## src/rtl/ifetch_if.sv

```systemverilog
// Fetch-stage bus: control inputs, instruction-memory port and the
// valid/ready output toward ID, bundled for the fetch controller.
interface ifetch_if #(
  parameter int CNT_W = 16
);
  logic             start;
  logic             redirect_valid;
  logic [31:0]      redirect_target;
  logic [31:0]      ins_address;
  logic [31:0]      ins_in;
  logic             if_valid;
  logic [31:0]      if_instr;
  logic [31:0]      if_pc;
  logic             id_ready;
  logic             halted;
  logic             fault;
  logic [CNT_W-1:0] fetch_count;

  // Environment side: drives control, memory data and ID readiness.
  modport master (
    output start, redirect_valid, redirect_target, ins_in, id_ready,
    input  ins_address, if_valid, if_instr, if_pc, halted, fault, fetch_count
  );

  // Fetch controller side.
  modport slave (
    input  start, redirect_valid, redirect_target, ins_in, id_ready,
    output ins_address, if_valid, if_instr, if_pc, halted, fault, fetch_count
  );
endinterface

```

## src/rtl/ifetch_controller.sv

```systemverilog
// IF-stage sequencer: owns the PC, addresses instruction memory
// combinationally and holds the fetched word in a one-entry register
// toward ID. Redirects flush the held word; fetching past the populated
// range halts the stage with a sticky fault.
module ifetch_controller #(
  parameter logic [31:0] RESET_PC   = 32'd0,
  parameter logic [31:0] PC_STEP    = 32'd4,
  parameter logic [31:0] ADDR_LIMIT = 32'd64,
  parameter int          CNT_W      = 16
) (
  input  logic  clk,
  input  logic  reset,
  ifetch_if.slave bus
);

  typedef enum logic [1:0] {
    IDLE = 2'd0,
    RUN  = 2'd1,
    HALT = 2'd2
  } state_t;

  state_t state_q, state_d;

  logic [31:0]      pc_q;
  logic             vld_p1;
  logic [31:0]      instr_p1;
  logic [31:0]      pc_p1;
  logic             halted_q;
  logic             fault_q;
  logic [CNT_W-1:0] cnt_q;

  logic load;
  logic restart;
  logic redirect;
  logic fetch;
  logic trap;
  logic accept;

  // Sequential PC advance; wraps modulo 2^32.
  function automatic logic [31:0] next_pc(input logic [31:0] pc);
    return pc + PC_STEP;
  endfunction

  // Only addresses below the limit are backed by the instruction bank.
  function automatic logic addr_legal(input logic [31:0] addr);
    return (addr < ADDR_LIMIT);
  endfunction

  // Fetch counter wraps naturally at 2^CNT_W.
  function automatic logic [CNT_W-1:0] cnt_inc(input logic [CNT_W-1:0] c);
    return c + {{(CNT_W-1){1'b0}}, 1'b1};
  endfunction

  // The output register may take a new word when empty or being drained.
  assign load = !vld_p1 || bus.id_ready;

  // Next-state and per-cycle action decode; redirect outranks load.
  always_comb begin
    state_d  = state_q;
    restart  = 1'b0;
    redirect = 1'b0;
    fetch    = 1'b0;
    trap     = 1'b0;
    accept   = 1'b0;
    case (state_q)
      IDLE: begin
        if (bus.start) begin
          state_d = RUN;
          restart = 1'b1;
        end
      end
      RUN: begin
        accept = vld_p1 && bus.id_ready && !bus.redirect_valid;
        if (bus.redirect_valid) begin
          redirect = 1'b1;
        end else if (load) begin
          if (addr_legal(pc_q)) begin
            fetch = 1'b1;
          end else begin
            trap    = 1'b1;
            state_d = HALT;
          end
        end
      end
      HALT: begin
        if (bus.start) begin
          state_d = RUN;
          restart = 1'b1;
        end
      end
      default: state_d = IDLE;
    endcase
  end

  // FSM state register.
  always_ff @(posedge clk) begin
    if (reset) state_q <= IDLE;
    else       state_q <= state_d;
  end

  // Stage p0: program counter driving the memory address.
  always_ff @(posedge clk) begin
    if (reset)         pc_q <= RESET_PC;
    else if (restart)  pc_q <= RESET_PC;
    else if (redirect) pc_q <= bus.redirect_target;
    else if (fetch)    pc_q <= next_pc(pc_q);
  end

  // Stage p1: valid flag of the output register; flushed by redirect or trap.
  always_ff @(posedge clk) begin
    if (reset)                 vld_p1 <= 1'b0;
    else if (redirect || trap) vld_p1 <= 1'b0;
    else if (fetch)            vld_p1 <= 1'b1;
  end

  // Output register payload: captured word and the address it came from.
  always_ff @(posedge clk) begin
    if (reset) begin
      instr_p1 <= 32'd0;
      pc_p1    <= 32'd0;
    end else if (fetch) begin
      instr_p1 <= bus.ins_in;
      pc_p1    <= pc_q;
    end
  end

  // Halt and sticky fault flags; only reset clears the fault.
  always_ff @(posedge clk) begin
    if (reset) begin
      halted_q <= 1'b0;
      fault_q  <= 1'b0;
    end else if (trap) begin
      halted_q <= 1'b1;
      fault_q  <= 1'b1;
    end else if (restart) begin
      halted_q <= 1'b0;
    end
  end

  // Count instructions actually handed to ID.
  always_ff @(posedge clk) begin
    if (reset)       cnt_q <= '0;
    else if (accept) cnt_q <= cnt_inc(cnt_q);
  end

  assign bus.ins_address = pc_q;
  assign bus.if_valid    = vld_p1;
  assign bus.if_instr    = instr_p1;
  assign bus.if_pc       = pc_p1;
  assign bus.halted      = halted_q;
  assign bus.fault       = fault_q;
  assign bus.fetch_count = cnt_q;

endmodule

```

## src/flat_wrapper.sv

```systemverilog
// flat-port wrapper written by rule: the top's interface ports become plain ports
module ifetch_controller_flat 
#(
  parameter logic [31:0] RESET_PC   = 32'd0,
  parameter logic [31:0] PC_STEP    = 32'd4,
  parameter logic [31:0] ADDR_LIMIT = 32'd64,
  parameter int          CNT_W      = 16
)
  (clk, reset, bus_start, bus_redirect_valid, bus_redirect_target, bus_ins_in, bus_id_ready, bus_ins_address, bus_if_valid, bus_if_instr, bus_if_pc, bus_halted, bus_fault, bus_fetch_count);
  ifetch_if #(.CNT_W(CNT_W)) bus_i ();
  input  logic clk;
  input  logic reset;
  input wire logic [$bits(bus_i.start)-1:0] bus_start;
  input wire logic [$bits(bus_i.redirect_valid)-1:0] bus_redirect_valid;
  input wire logic [$bits(bus_i.redirect_target)-1:0] bus_redirect_target;
  input wire logic [$bits(bus_i.ins_in)-1:0] bus_ins_in;
  input wire logic [$bits(bus_i.id_ready)-1:0] bus_id_ready;
  output wire logic [$bits(bus_i.ins_address)-1:0] bus_ins_address;
  output wire logic [$bits(bus_i.if_valid)-1:0] bus_if_valid;
  output wire logic [$bits(bus_i.if_instr)-1:0] bus_if_instr;
  output wire logic [$bits(bus_i.if_pc)-1:0] bus_if_pc;
  output wire logic [$bits(bus_i.halted)-1:0] bus_halted;
  output wire logic [$bits(bus_i.fault)-1:0] bus_fault;
  output wire logic [$bits(bus_i.fetch_count)-1:0] bus_fetch_count;
  assign bus_i.start = bus_start;
  assign bus_i.redirect_valid = bus_redirect_valid;
  assign bus_i.redirect_target = bus_redirect_target;
  assign bus_i.ins_in = bus_ins_in;
  assign bus_i.id_ready = bus_id_ready;
  assign bus_ins_address = bus_i.ins_address;
  assign bus_if_valid = bus_i.if_valid;
  assign bus_if_instr = bus_i.if_instr;
  assign bus_if_pc = bus_i.if_pc;
  assign bus_halted = bus_i.halted;
  assign bus_fault = bus_i.fault;
  assign bus_fetch_count = bus_i.fetch_count;
  ifetch_controller #(.RESET_PC(RESET_PC), .PC_STEP(PC_STEP), .ADDR_LIMIT(ADDR_LIMIT), .CNT_W(CNT_W)) u_core (.clk(clk), .reset(reset), .bus(bus_i));
endmodule
```

## config.mk

```make
export PLATFORM = sky130hd
export DESIGN_NAME = ifetch_controller_flat
export DESIGN_NICKNAME = d
export VERILOG_FILES = /design/src/rtl/ifetch_if.sv /design/src/rtl/ifetch_controller.sv /design/src/flat_wrapper.sv
export SDC_FILE = /design/constraint.sdc
export NUM_CORES = 1
export LEC_CHECK = 0
export CORE_UTILIZATION = 30
export CTS_CLUSTER_DIAMETER = 200
export DETAILED_ROUTE_END_ITERATION = 16
export GPL_TIMING_DRIVEN = 0
export PLACE_DENSITY = 0.63
export SLEW_MARGIN = 15
export SYNTH_ARGS = -nofsm -noshare
export SYNTH_HDL_FRONTEND = slang
export SYNTH_SLANG_ARGS = --single-unit
```

## constraint.sdc

```tcl
create_clock -name clk -period 1.75 [get_ports clk]
set_clock_uncertainty 0.2 [all_clocks]
set_input_delay 0.35 -clock clk [delete_from_list [all_inputs] [get_ports clk]]
set_output_delay 0.35 -clock clk [all_outputs]
set_load 0.005 [all_outputs]
```

congestion.png
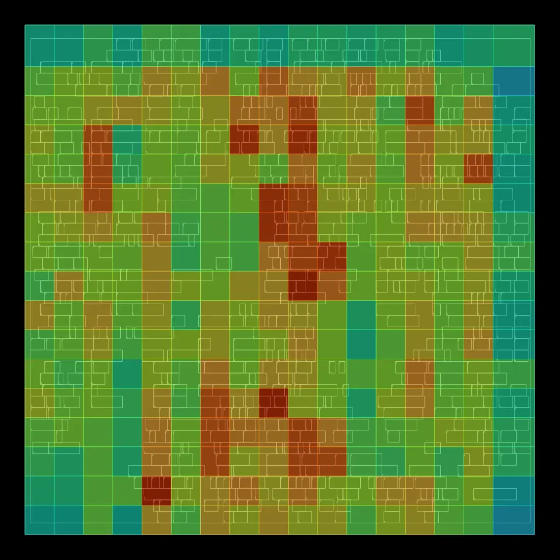
gr usage total: 17.74%
gr busiest metal: met2
final core utilization: 55.12%
GR Layer Usage met3: 7.414%
WL/cell: 14.89 µm

layer_met4.png
Scale bar: 20 µm.
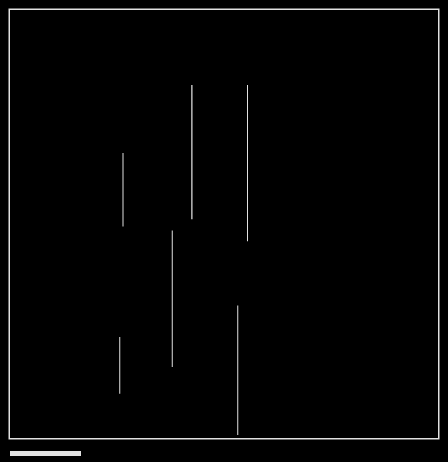
nets with wire on the layer = 4
wire length on this layer = 191 µm
longest straight run = 43.5 µm
share of all routed wire = 1.5%
main direction = vertical

layer_met1.png
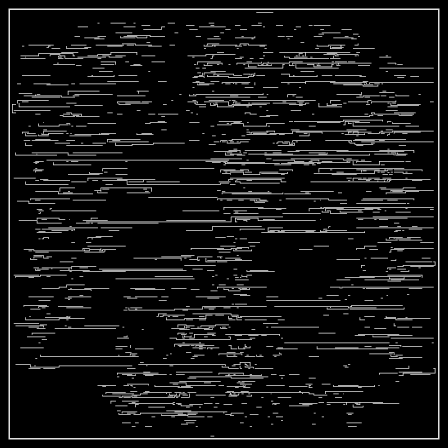
main direction = horizontal
nets with wire on the layer = 649
longest straight run = 51.1 µm
share of all routed wire = 43%
wire length on this layer = 5560 µm

layer_met3.png
Scale bar: 20 µm. Cells faint in the background.
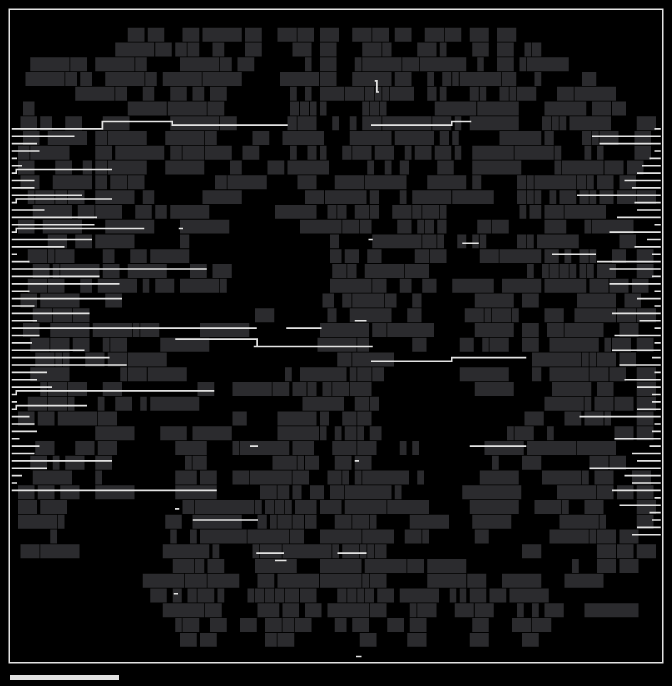
nets with wire on the layer = 115
share of all routed wire = 7.9%

==> run summary <==
fresh numbers from the pnr run: CP required=1820 ps, Routed met2 length=around 6 mm, fillcell total=1206, Hold Startpoint=u_core.bus.if_pc[13], Detail Route Antenna Nets=0, logic share of the area=about a quarter, CP Launch Type=flip-flop, nets=748, num ports=184, vias in the first global route=3922, highest-power group=clock, Synth top cell by count=dfxtp_1, Yosys Instances=roughly 440, Reg power frac=between 40 and 50%, Reg clk slew, reported paths=50 ps, critical path's top delay family=simple AND/OR/NAND/NOR gates, sequential area share after synthesis=55.91%, area fraction in xor and xnor cells=2.300%, endpoints failing setup=89, Int Power=0.005361 W, Final Non-Filler Cells=865, Reg-to-Reg End=u_core.bus.if_pc[1], comb_multi_in=296, crit end category=flip-flop, area of the die=0.01444 mm², hpwl dp=8.618 mm, Commonest Layout Cell=dlygate4sd2_1, worst r2r src=u_core.state_q[1], via count=3947, violated checks=setup timing, vias per cell=4.563, Mean Syn Cell Area=9.499 µm², pin count of the biggest net entering global routing=17, First DRT Iteration DRCs=168, FF-to-FF path depth=7, hold path depth=1, net switching power=0.001559 W, main flop type=dfxtp_1, Final TNS setup=-25000 ps, clock network area share=7.779%, Hold Worst Slack=248.4 ps, Post-Synth AOI/OAI Area=6.840%, end of the worst hold path=u_core.bus.if_pc[13], Signal buf overhead=30.22%, Ys Warns=0, yosys stat chip area=0.004189 mm², H-tree depth=4, CTS Sinks=117, async set-or-reset flop fraction in the synthesized netlist=0%, Congestion Overflow GR=0, initial antenna violation count=0, met2 GRT Util=28.81%, nonclk buf count=240, First-pass DRT Iterations=4, HP Class=reg2reg, CP startpoint=u_core.state_q[1], Pleak=3.350 nW, met1 WL=5.555 mm, CP max stage cell=or3b_4, CP cell instances=and2b_1 > or3b_4 > nor3_4 > buf_12 > clkbuf_16 > mux2i_1 > nor2_1, Comb power=0.000778 W, Placement Cell Area=around 0.0062 mm², Commonest cells post-synth=dfxtp_1, nand2_1, nor2_1, Crit. path cell count=7, Largest cell class=registers, final WL=12.88 mm, CTS tree=built, max-slew violation count=0, critical path class=reg2reg, hold buffers post-CTS=0, post-synthesis instance total=approximately 440, Num CTS Buffers=17, leading area contributor after synthesis=dfxtp_1, fmax=0.4700 GHz, Final Hold Viols=0, main logic family after synthesis=simple AND/OR/NAND/NOR gates, crit share post-route=121.6%, FA/HA/MAJ Cells, Area Fraction=0.5974%, CLK BUF=22, Logic pwr share=about 11%, Clk pwr share=48.6%, Synth Register Bits=about 120, Placed Instances=799, Final GP Congestion=0.7354, ANT cells=0, Crit Path Max Fanout=9, Post-synth EDFFs=0, P_clk=between 0.003 and 0.004 W, final setup margin=-377.4 ps, unrepaired setup endpoints after global routing=yes, status=complete, but fails checks, Unique cell types=33, Worst Path Arrival=approximately 2200 ps, biggest area cells=dfxtp_1, mux2i_1, nand2_1, nor2_1, a21oi_1, Final Instance Area=0.007415 mm², flop share of the area=between 30 and 40%, Late-Pin Clk Latency=410 ps, Top cells excl fill/tap=dlygate4sd2_1, dfxtp_1, clkdlybuf4s50_1, R2R Setup Slk=-380 ps, Die Span Y=approximately 120 µm, flip-flops=117, worst path bufs/invs=2
No activity file was given, so power comes from the tool's default toggle rates.
